### src/rtl/pdm_stereo_cic.sv
// pdm_stereo_cic: stereo PDM microphone front end. Generates the PDM clock,
// decimates each channel with a 3rd-order CIC filter and queues {ch1,ch0}
// PCM frames in a small FIFO with overrun flag and level interrupt.
// Ports: clk/rst (sync, active-high); enable, period, decim, shift
// (config, latched when enable rises); fifo_thresh (irq level);
// pdm_dat/pdm_clk_o (microphone side); pcm_data/pcm_valid/pcm_ready
// (FIFO head and pop); fifo_level, overrun/clr_overrun, irq (status).
module pdm_stereo_cic #(
   parameter int NUM_CH     = 2,
   parameter int OUT_W      = 16,
   parameter int FIFO_DEPTH = 8
) (
   input  logic                        clk,
   input  logic                        rst,
   input  logic                        enable,
   input  logic [7:0]                  period,
   input  logic [6:0]                  decim,
   input  logic [3:0]                  shift,
   input  logic [$clog2(FIFO_DEPTH):0] fifo_thresh,
   input  logic                        pdm_dat,
   output logic                        pdm_clk_o,
   output logic [2*OUT_W-1:0]          pcm_data,
   output logic                        pcm_valid,
   input  logic                        pcm_ready,
   output logic [$clog2(FIFO_DEPTH):0] fifo_level,
   output logic                        overrun,
   input  logic                        clr_overrun,
   output logic                        irq
);

   localparam int AW = $clog2(FIFO_DEPTH);
   localparam int LW = AW + 1;
   localparam int CW = 20;
   localparam int SMAX_I = (1 << (OUT_W - 1)) - 1;
   localparam int SMIN_I = -SMAX_I - 1;
   localparam logic signed [CW-1:0] SMAX = SMAX_I[CW-1:0];
   localparam logic signed [CW-1:0] SMIN = SMIN_I[CW-1:0];
   localparam logic signed [CW-1:0] P_ONE = 1;
   localparam logic signed [CW-1:0] M_ONE = -1;

   typedef enum logic {
      S_IDLE,
      S_RUN
   } state_t;

   state_t state_q, state_d;
   logic start;
   logic run;

   logic [7:0] per_q;
   logic [6:0] dec_q;
   logic [3:0] shf_q;

   logic [7:0] phase;
   logic [7:0] half;
   logic [6:0] cnt;
   logic       pend;
   logic [1:0] smp;
   logic [1:0] dump;
   logic [1:0] cgo;
   logic       push_go;
   logic       last;

   logic [OUT_W-1:0]   res0, res1;
   logic [2*OUT_W-1:0] frame;

   // ---------------- enable tracking / config latch ----------------
   always_ff @(posedge clk) begin
      if (rst) begin
         state_q <= S_IDLE;
         per_q   <= '0;
         dec_q   <= '0;
         shf_q   <= '0;
      end else begin
         state_q <= state_d;
         if (start) begin
            per_q <= period;
            dec_q <= decim;
            shf_q <= shift;
         end
      end
   end

   always_comb begin
      state_d = state_q;
      start   = 1'b0;
      if (!enable) begin
         state_d = S_IDLE;
      end else if (state_q == S_IDLE) begin
         state_d = S_RUN;
         start   = 1'b1;
      end
   end

   assign run  = enable && (state_q == S_RUN);
   assign half = {1'b0, per_q[7:1]};

   // ch0 is taken at the end of the PDM period, ch1 at mid-period;
   // a frame completes on the first ch1 sample after the R-th ch0 one
   always_comb begin
      smp  = '0;
      dump = '0;
      if (run) begin
         smp[0]  = (phase == per_q - 8'd1);
         smp[1]  = (NUM_CH == 2) && (phase == half - 8'd1);
         dump[0] = smp[0] && (cnt == dec_q - 7'd1);
         dump[1] = smp[1] && pend;
      end
   end

   assign last = cgo[NUM_CH-1];

   always_ff @(posedge clk) begin
      if (rst || !enable) begin
         phase     <= '0;
         pdm_clk_o <= 1'b0;
         cnt       <= '0;
         pend      <= 1'b0;
         cgo       <= '0;
         push_go   <= 1'b0;
      end else if (run) begin
         phase     <= (phase == per_q - 8'd1) ? 8'd0 : phase + 8'd1;
         pdm_clk_o <= (phase < half);
         if (smp[0]) begin
            cnt <= dump[0] ? 7'd0 : cnt + 7'd1;
         end
         if (dump[0]) begin
            pend <= 1'b1;
         end else if (dump[1]) begin
            pend <= 1'b0;
         end
         cgo     <= dump;
         push_go <= last;
      end
   end

   // ---------------- per-channel CIC ----------------
   for (genvar c = 0; c < NUM_CH; c++) begin : g_ch
      logic signed [CW-1:0] i1, i2, i3, d1, d2, d3;
      logic signed [CW-1:0] x, n1, n2, n3, c1, c2, c3, sh;
      logic [OUT_W-1:0] sat, res;

      always_comb begin
         x  = pdm_dat ? P_ONE : M_ONE;
         n1 = i1 + x;
         n2 = i2 + n1;
         n3 = i3 + n2;
         c1 = i3 - d1;
         c2 = c1 - d2;
         c3 = c2 - d3;
         sh = c3 >>> shf_q;
         if (sh > SMAX) begin
            sat = SMAX[OUT_W-1:0];
         end else if (sh < SMIN) begin
            sat = SMIN[OUT_W-1:0];
         end else begin
            sat = sh[OUT_W-1:0];
         end
      end

      always_ff @(posedge clk) begin
         if (rst || !enable) begin
            i1 <= '0;
            i2 <= '0;
            i3 <= '0;
            d1 <= '0;
            d2 <= '0;
            d3 <= '0;
         end else begin
            if (smp[c]) begin
               i1 <= n1;
               i2 <= n2;
               i3 <= n3;
            end
            if (cgo[c]) begin
               d1 <= i3;
               d2 <= c1;
               d3 <= c2;
            end
         end
      end

      always_ff @(posedge clk) begin
         if (rst) begin
            res <= '0;
         end else if (cgo[c]) begin
            res <= sat;
         end
      end
   end

   assign res0 = g_ch[0].res;

   if (NUM_CH == 2) begin : g_st
      assign res1 = g_ch[1].res;
   end else begin : g_mono
      assign res1 = '0;
   end

   assign frame = {res1, res0};

   // ---------------- frame FIFO ----------------
   logic [2*OUT_W-1:0] mem [FIFO_DEPTH];
   logic [AW-1:0]      wp, rp;
   logic               full, pop, wr, ovf;

   assign pcm_valid = (fifo_level != '0);
   assign full      = (fifo_level == LW'(FIFO_DEPTH));
   assign pop       = pcm_valid && pcm_ready;
   // a pop in the same cycle frees the slot the push needs
   assign wr        = push_go && (!full || pop);
   assign ovf       = push_go && full && !pop;
   assign pcm_data  = pcm_valid ? mem[rp] : '0;

   always_ff @(posedge clk) begin
      if (!rst && wr) begin
         mem[wp] <= frame;
      end
   end

   always_ff @(posedge clk) begin
      if (rst) begin
         wp         <= '0;
         rp         <= '0;
         fifo_level <= '0;
         overrun    <= 1'b0;
         irq        <= 1'b0;
      end else begin
         if (wr) begin
            wp <= wp + AW'(1);
         end
         if (pop) begin
            rp <= rp + AW'(1);
         end
         case ({wr, pop})
            2'b10:   fifo_level <= fifo_level + LW'(1);
            2'b01:   fifo_level <= fifo_level - LW'(1);
            default: fifo_level <= fifo_level;
         endcase
         if (ovf) begin
            overrun <= 1'b1;
         end else if (clr_overrun) begin
            overrun <= 1'b0;
         end
         irq <= (fifo_level >= fifo_thresh) && (fifo_thresh != '0);
      end
   end

endmodule

### config.mk
export PLATFORM = sky130hd
export DESIGN_NAME = pdm_stereo_cic
export DESIGN_NICKNAME = d
export VERILOG_FILES = /design/src/rtl/pdm_stereo_cic.sv
export SDC_FILE = /design/constraint.sdc
export NUM_CORES = 1
export LEC_CHECK = 0
export ABC_AREA = 1
export CORE_UTILIZATION = 32
export DETAILED_ROUTE_END_ITERATION = 10
export PLACE_DENSITY_LB_ADDON = 0.15
export SLEW_MARGIN = 10
export SYNTH_ARGS = -nofsm -noshare
export SYNTH_HDL_FRONTEND = slang
export SYNTH_SLANG_ARGS = --single-unit
### constraint.sdc
create_clock -name clk -period 18.1 [get_ports clk]
set_clock_uncertainty 0.1 [all_clocks]
set_input_delay 1.81 -clock clk [delete_from_list [all_inputs] [get_ports clk]]
set_output_delay 1.81 -clock clk [all_outputs]
set_load 0.02 [all_outputs]
==> flow_metrics.tcl, run 1 <==
# yosys + openroad results
set metrics [dict create \
    dp_hpwl_um 57500 \
    wl_met2_um 39000 \
    drc_errors 12 \
    slowest_delay_ns 0.63 \
    muxShareOfSynthArea_pct 0.147 \
    dieHeight_um 329 \
    fp_nets 4514 \
    hp-class "flop to flop" \
    worst-path-stages 31 \
    crit_start "pdm_dat" \
    edf_count 256 \
    p_leak_nw 16.0 \
    seq-power_mw 1.40 \
    crit_path_top_delay_cell "clkdlybuf4s50_1" \
    drtIter0Drc 1492 \
    ys_chip_area_mm2 0.0341 \
    layout.area.seq_mm2 0.0142 \
    critPathCapture "g_ch[0].i3[18]" \
    area_growth_pct 13.2 \
    reg2reg_slack_ns 11.08 \
    critPathArrivalTime_ns 7.71 \
    maxCapViolCount 0 \
    p_clk_share_pct 39.5 \
    comb_power_mw 0.842 \
    ys_types 61 \
    rr_worst_depth 36 \
    grt_setup_unrepaired "no" \
    cpMostUsedCell "nand2_1" \
    vias 27400 \
    drtAntennaViolNets 0 \
    synth_xor_xnor_area_share_pct 5.46 \
    failed_checks "design-rule violations" \
    pg_clk_mw 1.47 \
    endpoint_kind "flop" \
    min_path_cells 2 \
    grtUsageTotal_pct 15.9 \
    firstDrtPassIters 8 \
    max_slew_margin_pct 27.5 \
    top_power_group "clock" \
    ys_top_cells_by_count "nand2_1 (576), o21ai_0 (566), inv_1 (444)" \
    mostFrequentLayoutCells "nand2_1 (576), o21ai_0 (566), a21oi_1 (441), inv_1 (441), nor2_1 (398)" \
    num_rows 119 \
    status "complete, but fails checks" \
    top_usage_layer "met2" \
    use_met2_pct 26.7 \
    total_power_mw 3.72 \
    tap_cells 1391 \
    topCombFamilyByArea "AND-OR/OR-AND gates" \
    clockBufferCount 99 \
    fp_util_pct 32.3 \
    cp_max_fo 36 \
    holdPathEnd "g_ch[1].d1[4]" \
    tns_ns 0 \
]
run 1: metrics by stage:
stage	hold slack (ns)	instances	setup slack (ns)	cell area, µm²	util, %
global route	0.377	5683	10.24	38600	36.6
floorplan	0.332	4224	11.43	34100	-
finish	0.357	5683	10.85	38600	36.6
CTS	0.361	5682	10.87	38600	36.6
global placement	0.346	5552	10.20	36200	34.3
detailed placement	0.352	5552	10.21	36200	34.3
run 1: registers in the layout, indices dropped and copies added (netlist names), 4 cells and up, named ones only:
register    cells
phase           8
mem           256
shf_q           4
g_ch.d1        40
g_ch.res       32
g_ch.d2        40
cnt             7
g_ch.d3        40
per_q           8
fifo_level      4
g_ch.i1        40
g_ch.i3        40
g_ch.i2        40
dec_q           7
Figure 1. Floorplan with the power grid (run 1).
The bar under the picture is 100 µm long. Pins as bars on the die edge. Tap cells in grey.
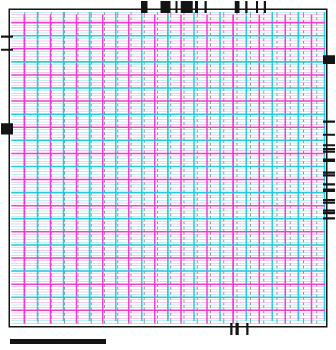
legend:
  cyan:
    net: VDD
  magenta:
    net: VSS
signal pins: 69
met1 rails: 120

Figure 2. Cells coloured by class (run 1).
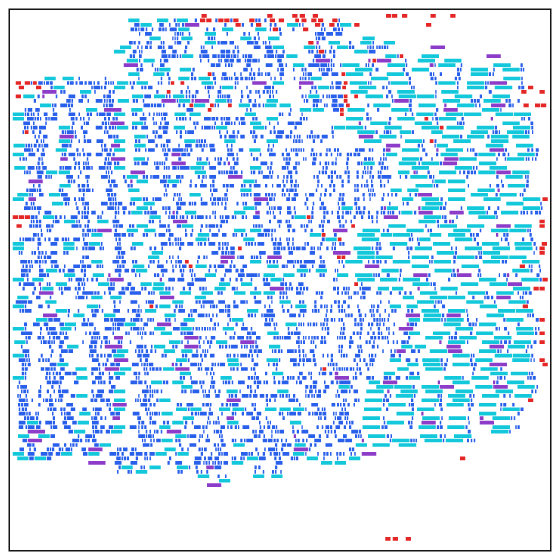
legend:
  blue:
    class: combinational and other logic
    cells: 3473
    share_of_their_area: 52%
  red:
    class: remaining buffers and delay cells
    cells: 105
    share_of_their_area: 2.6%
  cyan:
    class: sequential cells
    cells: 583
    share_of_their_area: 39%
  purple:
    class: clock drivers and dummy loads
    cells: 130
    share_of_their_area: 6.5%

Figure 3. Routed clock nets over the placement (run 1).
The bar under the picture is 100 µm long.
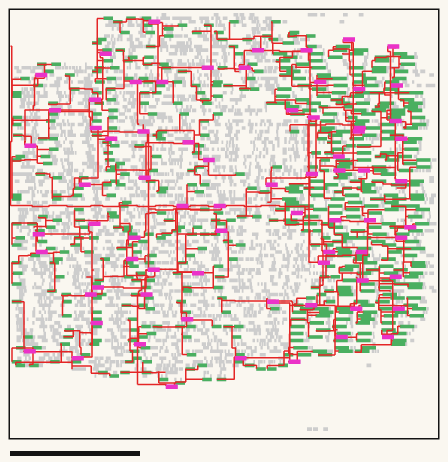
legend:
  magenta:
    item: clock drivers
    count: 73
  red:
    item: clock wires
    length: 8950 µm
  green:
    item: flip-flops
    count: 583
routed clock nets: 74
flops lie: widely spread

==> run 2: changes to the inputs <==
==> constraint.sdc (replaced) <==
create_clock -name clk -period 6.7 [get_ports clk]
set_clock_uncertainty 0.1 [all_clocks]
set_input_delay 0.67 -clock clk [delete_from_list [all_inputs] [get_ports clk]]
set_output_delay 0.67 -clock clk [all_outputs]
set_load 0.02 [all_outputs]
Figure 4. Cells coloured by class (run 2).
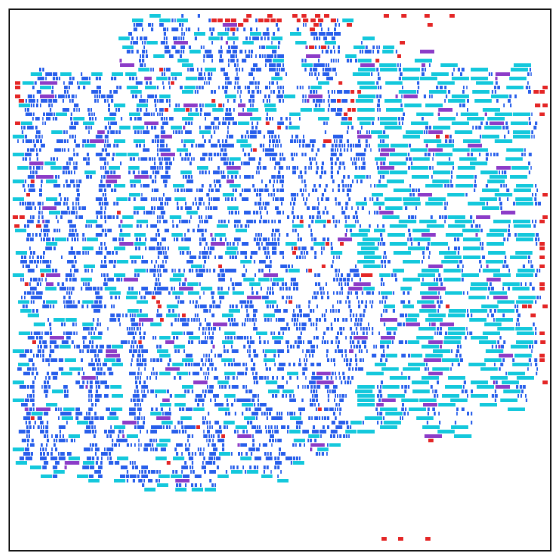
legend:
  purple:
    class: clock drivers and dummy loads
    cells: 128
    share_of_their_area: 6.5%
  red:
    class: remaining buffers and delay cells
    cells: 122
    share_of_their_area: 3.0%
  cyan:
    class: sequential cells
    cells: 583
    share_of_their_area: 38%
  blue:
    class: combinational and other logic
    cells: 3474
    share_of_their_area: 52%

Figure 5. Clock routing (run 2).
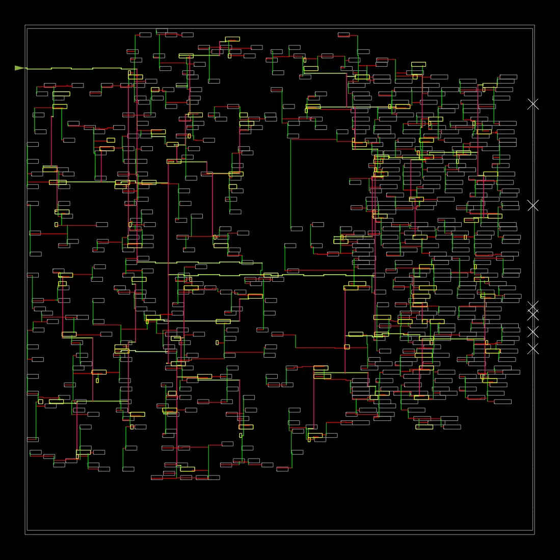
CTS buffer count: 72
Clock group: 4.00 mW

Figure 6. Floorplan with the power grid (run 2).
The bar under the picture is 100 µm long. Pins as bars on the die edge. Tap cells in grey.
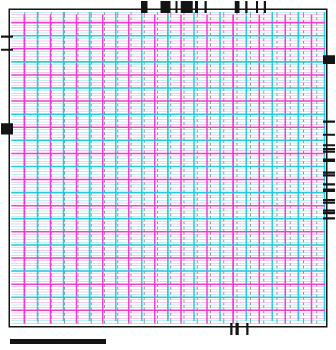
legend:
  magenta:
    net: VSS
  cyan:
    net: VDD
tap cells: 1391
rows: 119
signal pins: 69

==> run 2 against run 1 <==
Net effect:
- the run still ends with design-rule violations left
- die size did not move
- total power grew to 2.7 times the previous value
- via count is 0.33% higher
- sequential power went up to 2.7 times the previous value
- final area is 0.96% higher
- core utilization up 0.35 points
==> flow_metrics.tcl, run 2 <==
# yosys + openroad results
set metrics [dict create \
    ys_top_cells_by_count "nand2_1 (576), o21ai_0 (566), inv_1 (444)" \
    drtIter0Drc 1635 \
    holdPathEnd "g_ch[0].d1[3]" \
    cpMostUsedCell "nand2_1" \
    critPathArrivalTime_ns 6.52 \
    whs_ns 0.358 \
    drtAntennaViolNets 0 \
    dieHeight_um 329 \
    use_met2_pct 26.8 \
    place_ws_ns 0.0396 \
    vias 27400 \
    reg2reg_slack_ns 0.59 \
    comb_power_mw 2.30 \
    crit_start "g_ch[1].i3[0]" \
    p_clk_share_pct 39.6 \
    dp.cells 5566 \
    fp_util_pct 32.3 \
    status "complete, but fails checks" \
    utilization_pct 37.0 \
    rr_worst_depth 44 \
    p_leak_nw 16.1 \
    topCombFamilyByArea "AND-OR/OR-AND gates" \
    final_cells 5699 \
    drc_errors 12 \
    largest_reg_flops 256 \
    slowest_delay_ns 0.38 \
    layout_setup_ws_ns 0.592 \
    fp_nets 4514 \
    seq-power_mw 3.81 \
    endpoint_kind "flop" \
    dpl_cell_area_mm2 0.0364 \
    ys_types 61 \
    area_growth_pct 14.3 \
    synth_xor_xnor_area_share_pct 5.46 \
    min_path_cells 2 \
    tns_ns 0 \
    failed_checks "design-rule violations" \
    num_rows 119 \
    largest-register "mem" \
    final_area_mm2 0.0390 \
    total_power_mw 10.1 \
]
-- run 2: cell counts after synthesis --
Identical to the previous run, type by type.
-- run 2: routing by layer --
layer	routed length, µm	vias to the layer above
met5	0	-
met1	42500	12500
met4	1770	0
met2	39900	271
met3	2000	118
li1	-	14600
-- run 2: critical path, delay by kind of cell, from the launching register on --
family | cells | cell delay, ns
compound gates | 6 | 0.88
xor+xnor | 2 | 0.33
fa+ha+maj | 4 | 1.27
buf+inv | 4 | 0.30
flops | 1 | 0.31
simple gates | 28 | 2.82
-- run 2: cell type report --
type	count	share of cell area, %
tap	1391	4.46
multi-input combinational	3016	45.6
inverter	458	4.42
clock inverter	31	1.15
sequential	583	36.5
timing repair buffer	122	2.83
antenna	1	0.00641
clock buffer	97	5.04
Power and IR drop assume default switching activity.
